detail.png
Window x 76 to 106, y 15 to 45 um. Cells in gray, sequential cells in the stronger gray; small squares are vias.
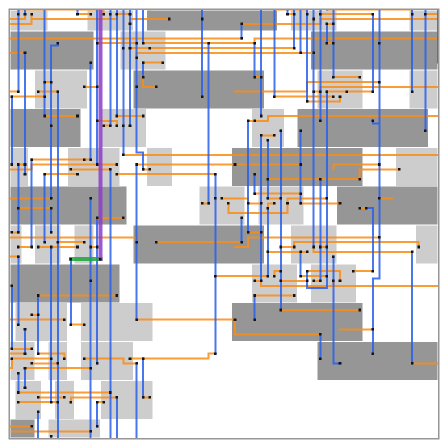
flops_by_reg.png
Bar = 20 um. Other sequential cells in the stronger gray, the rest of the logic in the fainter gray.
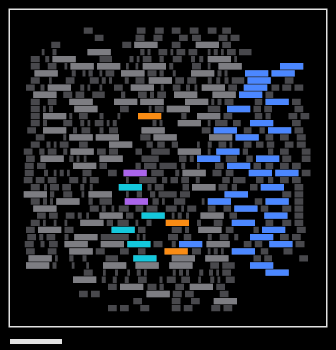
clk_routes.png
Bar = 20 um.
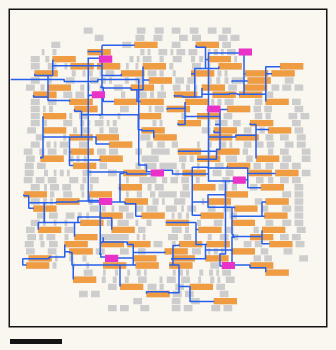
[src/rtl/serial_alu_sequencer.sv]
`default_nettype none
// ============================================================================
//  Module   : serial_alu_sequencer
//  Purpose  : Bit-serial WIDTH-bit ALU. A word operation is accepted on a
//             start handshake, processed one bit per clock (LSB first) with
//             the carry held in a flop, and the collected word result and
//             flags are presented together with a one-cycle done pulse.
//  Ports    : clk, rst       - rising-edge clock, async active-high reset
//             start          - request, accepted only when idle
//             op[2:0]        - op[2] inverts b and is the bit-0 carry-in;
//                              op[1:0]: 00 AND, 01 OR, 10 sum, 11 less
//             a, b           - operands, sampled on an accepted start
//             busy           - high while bits are being processed
//             done           - one-cycle pulse, result fields valid
//             result         - word result
//             carry_out      - carry out of the MSB
//             overflow       - carry into MSB xor carry out of MSB
//             zero           - result == 0
//  Revision : 1.0 - initial release
// ============================================================================
module serial_alu_sequencer #(
  parameter int WIDTH = 32
) (
  input  logic             clk,
  input  logic             rst,
  input  logic             start,
  input  logic [2:0]       op,
  input  logic [WIDTH-1:0] a,
  input  logic [WIDTH-1:0] b,
  output logic             busy,
  output logic             done,
  output logic [WIDTH-1:0] result,
  output logic             carry_out,
  output logic             overflow,
  output logic             zero
);

  localparam int            CW   = (WIDTH > 1) ? $clog2(WIDTH) : 1;
  localparam logic [CW-1:0] LAST = CW'(WIDTH - 1);

  typedef enum logic [1:0] {
    IDLE = 2'd0,
    RUN  = 2'd1,
    DONE = 2'd2
  } state_t;

  state_t           state_q, state_d;
  logic [WIDTH-1:0] a_q, a_d;
  logic [WIDTH-1:0] b_q, b_d;
  logic [2:0]       op_q, op_d;
  logic             carry_q, carry_d;
  logic [CW-1:0]    cnt_q, cnt_d;
  logic [WIDTH-1:0] result_q, result_d;
  logic             carry_out_q, carry_out_d;
  logic             overflow_q, overflow_d;
  logic             zero_q, zero_d;

  // One-bit slice signals for the current bit
  logic             bb;
  logic             sum_bit;
  logic             cnext;
  logic             bit_res;
  logic [WIDTH-1:0] shifted;
  logic [WIDTH-1:0] patched;

  always_comb begin
    // Operands are shifted right each bit, so the current bit is always [0]
    bb      = b_q[0] ^ op_q[2];
    sum_bit = a_q[0] ^ bb ^ carry_q;
    cnext   = (a_q[0] & bb) | (a_q[0] & carry_q) | (bb & carry_q);

    case (op_q[1:0])
      2'b00:   bit_res = a_q[0] & bb;
      2'b01:   bit_res = a_q[0] | bb;
      2'b10:   bit_res = sum_bit;
      default: bit_res = 1'b0;
    endcase

    shifted = {bit_res, result_q[WIDTH-1:1]};

    // On the last bit the sum bit is the sign of a +/- b ("set"); for the
    // less op it becomes bit 0 of the result, and it is folded in here so
    // the patched value and zero flag are visible in the done cycle.
    patched = shifted;
    if (op_q[1:0] == 2'b11) begin
      patched[0] = sum_bit;
    end
  end

  always_comb begin
    state_d     = state_q;
    a_d         = a_q;
    b_d         = b_q;
    op_d        = op_q;
    carry_d     = carry_q;
    cnt_d       = cnt_q;
    result_d    = result_q;
    carry_out_d = carry_out_q;
    overflow_d  = overflow_q;
    zero_d      = zero_q;

    case (state_q)
      IDLE: begin
        if (start) begin
          a_d         = a;
          b_d         = b;
          op_d        = op;
          carry_d     = op[2];
          cnt_d       = '0;
          result_d    = '0;
          carry_out_d = 1'b0;
          overflow_d  = 1'b0;
          zero_d      = 1'b0;
          state_d     = RUN;
        end
      end
      RUN: begin
        a_d     = a_q >> 1;
        b_d     = b_q >> 1;
        carry_d = cnext;
        if (cnt_q == LAST) begin
          result_d    = patched;
          carry_out_d = cnext;
          overflow_d  = carry_q ^ cnext;
          zero_d      = (patched == '0);
          state_d     = DONE;
        end else begin
          result_d = shifted;
          cnt_d    = cnt_q + CW'(1);
        end
      end
      DONE: begin
        state_d = IDLE;
      end
      default: begin
        state_d = IDLE;
      end
    endcase
  end

  always_ff @(posedge clk or posedge rst) begin
    if (rst) begin
      state_q     <= IDLE;
      a_q         <= '0;
      b_q         <= '0;
      op_q        <= '0;
      carry_q     <= 1'b0;
      cnt_q       <= '0;
      result_q    <= '0;
      carry_out_q <= 1'b0;
      overflow_q  <= 1'b0;
      zero_q      <= 1'b0;
    end else begin
      state_q     <= state_d;
      a_q         <= a_d;
      b_q         <= b_d;
      op_q        <= op_d;
      carry_q     <= carry_d;
      cnt_q       <= cnt_d;
      result_q    <= result_d;
      carry_out_q <= carry_out_d;
      overflow_q  <= overflow_d;
      zero_q      <= zero_d;
    end
  end

  assign busy      = (state_q == RUN);
  assign done      = (state_q == DONE);
  assign result    = result_q;
  assign carry_out = carry_out_q;
  assign overflow  = overflow_q;
  assign zero      = zero_q;

endmodule
`default_nettype wire

[config.mk]
export PLATFORM = sky130hd
export DESIGN_NAME = serial_alu_sequencer
export DESIGN_NICKNAME = d
export VERILOG_FILES = /design/src/rtl/serial_alu_sequencer.sv
export SDC_FILE = /design/constraint.sdc
export NUM_CORES = 1
export LEC_CHECK = 0
export CAP_MARGIN = 30
export CELL_PAD_IN_SITES_DETAIL_PLACEMENT = 1
export CELL_PAD_IN_SITES_GLOBAL_PLACEMENT = 1
export CORE_MARGIN = 5
export CORE_UTILIZATION = 40
export CTS_BUF_LIST = sky130_fd_sc_hd__clkbuf_8
export CTS_CLUSTER_SIZE = 28
export DETAILED_ROUTE_END_ITERATION = 10
export PLACE_DENSITY = 0.87
export SLEW_MARGIN = 30
export SYNTH_ARGS = -nofsm -noshare
export SYNTH_HDL_FRONTEND = slang
export SYNTH_SLANG_ARGS = --single-unit
[constraint.sdc]
create_clock -name clk -period 4.5 [get_ports clk]
set_clock_uncertainty 0.2 [all_clocks]
set_input_delay 0.675 -clock clk [delete_from_list [all_inputs] [get_ports clk]]
set_output_delay 0.675 -clock clk [all_outputs]
set_load 0.01 [all_outputs]
==> flow_summary.yaml <==
# implementation run metrics
die:
  core_mm2: 0.0120
  die_x_um: 121
  rows: 40
  ios: 107
  initial_utilization_pct: 40.9
  chipHeight_um: 121
synth:
  top_cells_by_count: "dfrtp_1 (110), nand2_1 (66), mux2i_1 (63), o21ai_1 (38), a22o_1 (37)"
  aoi_share_pct: 14.1
  ys_top_logic_family: "AND-OR/OR-AND gates"
  synth-edff-count: 0
  top_area_share_pct: 56.1
  largest_area_cell: "dfrtp_1"
  seq_area_frac_synth_pct: 56.1
  xor_area_share_pct: 0.714
  ys_types: 35
  synth_cells: 417
  simple_gate_area_share_pct: 8.82
  synth_flops: 110
  synth_top_cell_by_count: "dfrtp_1"
  ff_type: "dfrtp_1"
power:
  switching_share_pct: 36.6
  p_seq_share_pct: 43.9
  combPwrFrac_pct: 41.1
  p_clk_mw: 0.614
  power-top-group: "sequential cells"
  sequentialPower_mw: 1.79
  power.internal_mw: 2.59
  p_per_area_mw_per_mm2: 660
  p_leak_nw: 2.83
finish:
  area_growth_pct: 26.2
  n_antenna_cell: 0
  fin_nets: 587
  mostFrequentLayoutCells: "dfrtp_1 (110), clkdlybuf4s50_1 (106), nand2_1 (66)"
  drive_gt1_share_pct: 6.19
route:
  drtAntennaViolNets: 0
  first_pass_iters: 4
  drc: 0
  routed_wl_mm: 11.6
  dr.first_iter.drc_count: 276
  wire_per_inst_um: 17.5
  vias_per_cell: 5.37
final_timing:
  tightest_slew_ps: 646
  setup_viol: 0
  min_period_ps: 3230
  timing.final.hold_violations: 0
  fmax_mhz: 310
setup_path:
  worstPathArrival_ps: 2350
  rr_worst_depth: 6
  cp_cell_sequence: "nand2b_4 -> inv_4 -> clkdlybuf4s50_1"
  cp-endpoint: "busy"
  slowest_delay_ps: 640
  cp.depth: 3
  r2r_setup_slack_ps: 1670
  required_ps: 3620
  crit_buf_inv: 2
  timing.rr.start: "state_q[1]"
  crit_path_end_kind: "output port"
  cpMaxStageDelayCell: "clkdlybuf4s50_1"
  worst_setup_path_start_kind: "flop"
run:
  cap_violations: 0
  warning_count: 28
hold_path:
  hp-class: "reg2reg"
  hold_path_end: "b_q[10]"
  min_path_cells: 2
grt:
  grt.busiest_layer: "met2"
  grt_overflow: 0
  met2_usage_pct: 28.0
  grt_antenna_before_repair: 0
  grt_max_degree: 89
  grt_use_met1_pct: 21.3
  grt_usage_pct: 16.9
cts:
  cts_root_buffer: "clkbuf_8"
  htreeDepth: 3
  cts_tree: "built"
  ctsHoldBuffers: 0
  clkTransAtPathRegs_ps: 90
  postCtsSetupRepairBufs: 0
  clock.latency.late_pin_ps: 380
placed_design:
  place.gp.congestion: 0.801
  hpwl_mm: 8.35
  portBuffers: 106
run_status:
  status: "completed"
-- detail.png (at the start) --
Key: metal 4 = purple; metal 3 = green; metal 1 = orange; metal 2 = blue
Most frequent: dfrtp_1 (13), a22o_1 (11), mux2i_1 (5). Netlist names of flops here include `result` (9), `a_q` (4). Sequential cells in the window: 13. 43 logic cells have their middle in the window.

-- flops_by_reg.png (at the start) --
Key: `result` = blue [flops 32]; `op_q` = orange [flops 3]; `cnt_q` = cyan [flops 5]; `state_q` = purple [flops 2]
Another 68 sequential cells are not colored.

-- clk_routes.png (at the start) --
Key: clock wires = blue [length 1380 um]; flip-flops = orange [count 110]; clock drivers = magenta [count 9]
There are 10 routed clock nets.

[metal layers]
metal  share of wire (%)  routed length, um
met4                 1.8                213
met1                  44               5060
met5                   0                  0
met2                  48               5570
met3                 6.5                758
[metrics by stage]
step,util (%),instances,total power [mW],setup WS [ps],cell area (um2)
2_1_floorplan,-,417,2.95,723,4910
4_1_cts,51.6,664,4.15,1240,6190
5_1_grt,51.6,664,4.40,1150,6190
3_5_place_dp,49.9,648,3.52,1670,5990
6_report,51.6,664,4.09,1270,6190
3_3_place_gp,49.9,648,3.39,1730,5990
[layout make-up]
class	count	area, um2
Clock buffer	11	151
Clock inverter	5	48.8
Fill cell	1299	5820
Inverter	5	23.8
Multi-Input combinational cell	275	1920
Sequential cell	110	2750
Tap cell	147	184
Timing Repair Buffer	111	1110
Power is estimated from default activity; no workload was simulated.
